Routing congestion map:
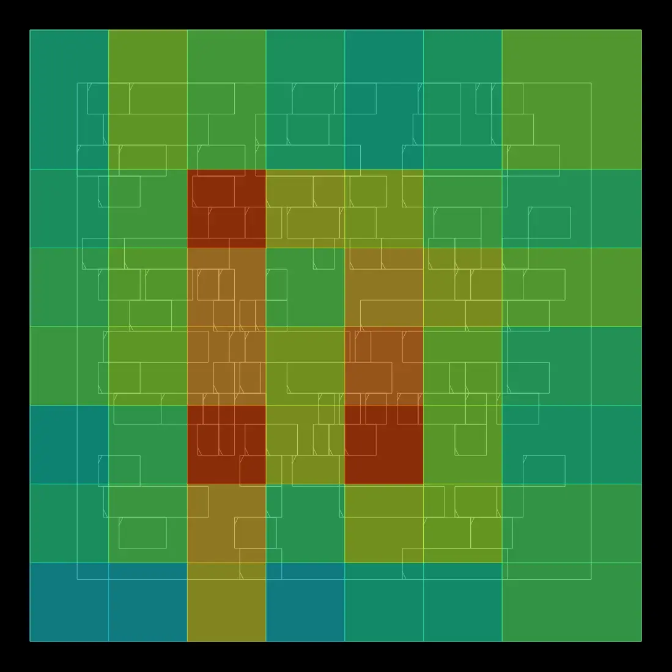
Routed metal, one color a layer:
Two of the layers only.
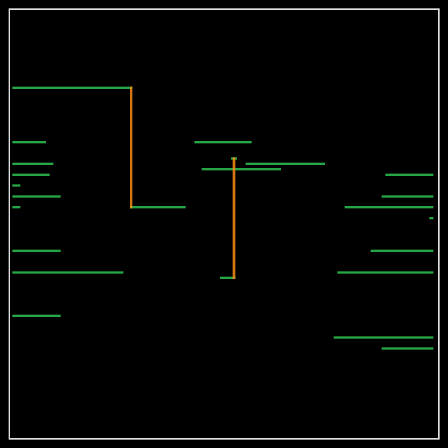
==> src/rtl/count_ctrl_pkg.sv <==
// count_ctrl_pkg: shared state encoding and count-direction constants for the counter sequencer.
package count_ctrl_pkg;

    typedef enum logic [2:0] {INIT, IDLE, LOAD, RUN, DONE} state_t;

    localparam logic MODE_UP   = 1'b1;
    localparam logic MODE_DOWN = 1'b0;

endpackage

==> src/rtl/count_ctrl_timer.sv <==
// count_ctrl_timer: RUN-state cycle counter that saturates and flags expiry at LIMIT.
module count_ctrl_timer #(
    parameter  int LIMIT = 32,
    localparam int W     = $clog2(LIMIT + 1)
) (
    input  logic clk,
    input  logic rst,
    input  logic clr,
    input  logic en,
    output logic expired
);

    logic [W-1:0] cnt;

    assign expired = cnt == W'(LIMIT);

    always_ff @(posedge clk or negedge rst) begin
        if (!rst)
            cnt <= '0;
        else if (clr)
            cnt <= '0;
        else if (en && !expired)
            cnt <= cnt + 1'b1;
    end

endmodule

==> src/rtl/up_down_count_ctrl.sv <==
// up_down_count_ctrl: loads a counter from a command, runs it and freezes it on target/abort.
// COUNT_CTRL_TIMEOUT_EN adds a RUN-cycle timeout reported through done_err.
module up_down_count_ctrl
    import count_ctrl_pkg::*;
#(
    parameter int WIDTH       = 4,
    parameter int TIMEOUT_CYC = 32
) (
    input  logic             clk,
    input  logic             rst,
    input  logic             cmd_valid,
    output logic             cmd_ready,
    input  logic [WIDTH-1:0] cmd_start,
    input  logic [WIDTH-1:0] cmd_target,
    input  logic             cmd_up,
    input  logic             abort,
    output logic             busy,
    output logic             done,
    output logic             done_abort,
    output logic             done_err,
    output logic             cnt_rst,
    output logic             cnt_load,
    output logic             cnt_mode,
    output logic [WIDTH-1:0] cnt_din,
    input  logic [WIDTH-1:0] cnt_dout
);

    state_t           state, state_nxt;
    logic [WIDTH-1:0] start_q, target_q;
    logic             mode_q, abort_q, timeout_q;
    logic             match, timeout, stop;

    assign match = cnt_dout == target_q;
    assign stop  = (state == RUN) && (match || abort || timeout);

`ifdef COUNT_CTRL_TIMEOUT_EN
    count_ctrl_timer #(.LIMIT(TIMEOUT_CYC)) u_timer (
        .clk     (clk),
        .rst     (rst),
        .clr     (state == LOAD),
        .en      (state == RUN),
        .expired (timeout)
    );
`else
    logic unused_tmo;
    assign unused_tmo = TIMEOUT_CYC > 0;
    assign timeout    = 1'b0;
`endif

    always_ff @(posedge clk or negedge rst) begin
        if (!rst) begin
            state     <= INIT;
            start_q   <= '0;
            target_q  <= '0;
            mode_q    <= MODE_DOWN;
            abort_q   <= 1'b0;
            timeout_q <= 1'b0;
        end else begin
            state <= state_nxt;
            if (cmd_valid && cmd_ready) begin
                start_q  <= cmd_start;
                target_q <= cmd_target;
                mode_q   <= cmd_up;
            end
            // match outranks abort, abort outranks timeout
            if (stop) begin
                abort_q   <= !match && abort;
                timeout_q <= !match && !abort && timeout;
            end
        end
    end

    always_comb begin
        state_nxt  = state;
        cmd_ready  = 1'b0;
        busy       = 1'b0;
        done       = 1'b0;
        done_abort = 1'b0;
        done_err   = 1'b0;
        cnt_rst    = 1'b0;
        cnt_load   = 1'b1;
        cnt_mode   = mode_q;
        cnt_din    = cnt_dout;
        case (state)
            INIT: begin
                state_nxt = IDLE;
                cnt_rst   = 1'b1;
                cnt_load  = 1'b0;
                cnt_mode  = MODE_DOWN;
                cnt_din   = '0;
            end
            IDLE: begin
                cmd_ready = 1'b1;
                state_nxt = cmd_valid ? LOAD : IDLE;
            end
            LOAD: begin
                busy      = 1'b1;
                cnt_din   = start_q;
                state_nxt = RUN;
            end
            RUN: begin
                busy      = 1'b1;
                cnt_load  = stop;
                state_nxt = stop ? DONE : RUN;
            end
            DONE: begin
                done       = 1'b1;
                done_abort = abort_q;
                done_err   = timeout_q;
                state_nxt  = IDLE;
            end
            default: state_nxt = INIT;
        endcase
    end

endmodule
==> config.mk <==
export PLATFORM = sky130hd
export DESIGN_NAME = up_down_count_ctrl
export DESIGN_NICKNAME = d
export VERILOG_FILES = /design/src/rtl/count_ctrl_pkg.sv /design/src/rtl/count_ctrl_timer.sv /design/src/rtl/up_down_count_ctrl.sv
export SDC_FILE = /design/constraint.sdc
export NUM_CORES = 1
export LEC_CHECK = 0
export CAP_MARGIN = 15
export CORE_MARGIN = 4
export CORE_UTILIZATION = 35
export DETAILED_ROUTE_END_ITERATION = 8
export GPL_TIMING_DRIVEN = 0
export PLACE_DENSITY_LB_ADDON = 0.08
export SYNTH_ARGS = -nofsm -noshare
export SYNTH_HDL_FRONTEND = slang
export SYNTH_SLANG_ARGS = --single-unit
==> constraint.sdc <==
create_clock -name clk -period 4.35 [get_ports clk]
set_clock_uncertainty 0.2 [all_clocks]
set_input_delay 0.87 -clock clk [delete_from_list [all_inputs] [get_ports clk]]
set_output_delay 0.87 -clock clk [all_outputs]
set_load 0.1 [all_outputs]
==> GITHUB_STEP_SUMMARY <==
### Flow metrics

| Metric | Value |
|---|---|
| Largest net degree at the start of global routing | 14 |
| Most common logic cells in the final layout | clkdlybuf4s50_1, dfrtp_1, mux2_2 |
| Effective utilization at floorplan | 37.1% |
| Die extent in y | 53.6 µm |
| DP HPWL | 1.31 mm |
| Number of remaining DRC errors | 0 |
| Antenna violations before repair | 0 |
| Count of input and output buffers | 27 |
| Timing-limited maximum frequency | 258 MHz |
| Asr flop ratio synth | 100% |
| Seq. cell area | 325 µm² |
| Count of pins on the block boundary | 29 |
| Routability congestion estimate | 0.729 |
| Final cell count without fillers | 126 |
| Wire length of the first global-routing pass | 2.83 mm |
| Hold-fix buffers, CTS | 0 |
| CP Class | in -> out |
| Warnings, synthesis | 0 |
| Post-Synthesis Cells | 68 |
| RSZ-0062 raised after global routing | no |
| Post-synthesis area per instance | 10.7 µm² |
| Status | finished clean |
| Number of nets in the finished design | 117 |
| Number of instances resized during post-cts repair | 0 |
| Multi-input gate area in the final layout | 369 µm² |
| Number of buffer and inverter stages on the critical path | 2 |
| Post-synth design cell area | 728 µm² |
| Total instance count after detailed placement | 122 |
| Clock Path Buffers | 2 |
| Post-synth tally of flip-flops with integrated enable | 0 |
| Synthesized Nets | 85 |
| Number of max-cap violations | 0 |
| Number of global-route vias before repair | 651 |
| Area Growth Syn to Fin | 47.1% |
| Antenna diode instance count | 0 |
| Number of search-and-repair iterations in the first detailed-routing pass | 4 |
Back to the opening pictures, 'routing congestion map':
GR met3 Demand/Resource: 3.88%
global-route total usage across every layer: 14.1%
most crowded layer after global routing: met2
fraction of met1 tracks used by global routing: 15.1%
GR Util met2: 24.5%

Back to the opening pictures, 'routed metal, one color a layer':
Key: metal 4 = orange [wire length 29.9 µm]; metal 3 = green [wire length 156 µm]
total number of vias: 613
Routed Wire Length: 1.69 mm
average routed wire per standard cell: 13.4 µm

[area by class of cell]
class | count | share of cell area [%]
tap | 27 | 3.15
multi-input combinational | 48 | 34.5
inverter | 2 | 0.701
timing repair buffer | 27 | 25.5
sequential | 13 | 30.4
clock buffer | 4 | 2.45
buffer | 5 | 3.39
[worst paths after layout]
check | depth (start not counted) | slack [ns] | to | start
hold reg to reg | 1 | 0.31 | mode_q$_DFFE_PN0P_ | mode_q$_DFFE_PN0P_
setup reg to reg | 3 | 2.76 | target_q[0]$_DFFE_PN0P_ | state[1]$_DFF_PN0_
min in group asynchronous | 1 | 0.78 | target_q[1]$_DFFE_PN0P_ | rst
max in group asynchronous | 1 | 2.78 | mode_q$_DFFE_PN0P_ | rst
setup / recovery | 5 | 0.47 | cnt_load | cnt_dout[0]
hold / removal | 1 | 0.31 | mode_q$_DFFE_PN0P_ | mode_q$_DFFE_PN0P_
[state kept, by name, summed over array words and instances (netlist names)]
signal    flops
start_q       4
abort_q       1
target_q      4
state         3
mode_q        1
[per-stage QoR]
step                setup slack (ns)  cell area [µm²]
finish                         0.470             1070
global route                   0.334             1070
CTS                           0.0714             1070
detailed placement            0.0792             1040
global placement              0.0877             1040
floorplan                      0.448              738
[synthesized netlist by cell type, types with 2 or more instances]
| master | count | area, µm² |
|---|---|---|
| dfrtp_1 | 13 | 325 |
| mux2_2 | 9 | 101 |
| nand2_1 | 7 | 26.3 |
| o21ai_0 | 5 | 25.0 |
| nand3_1 | 4 | 20.0 |
| nor3b_1 | 4 | 30.0 |
| xor2_1 | 4 | 35.0 |
| a31oi_1 | 2 | 12.5 |
| buf_2 | 2 | 10.0 |
| buf_4 | 2 | 15.0 |
| inv_1 | 2 | 7.51 |
| nor2_1 | 2 | 7.51 |
[worst register-to-register path: cells and delay by family, from the launching register on]
kind,cells,cell delay (ns)
mux,1,0.35
flops,1,0.44
simple gates,1,0.31
buf+inv,1,0.19
[cell families after synthesis]
kind of cell / Yosys count / synth area share [%]
AND/OR/NAND/NOR: 23 / 20.1
multiplexers: 9 / 13.9
XOR/XNOR: 4 / 4.81
flip-flops: 13 / 44.7
other: 1 / 0.515
buffers and inverters: 7 / 6.01
AND-OR/OR-AND: 11 / 9.96
[metal layers]
layer  GRT usage, %  vias up  wire length [µm]
met2           24.5       26               868
met5              0        -                 0
met1           15.1      286               633
met4           8.94        0                29
met3           3.88        4               155
li1               -      297                 -
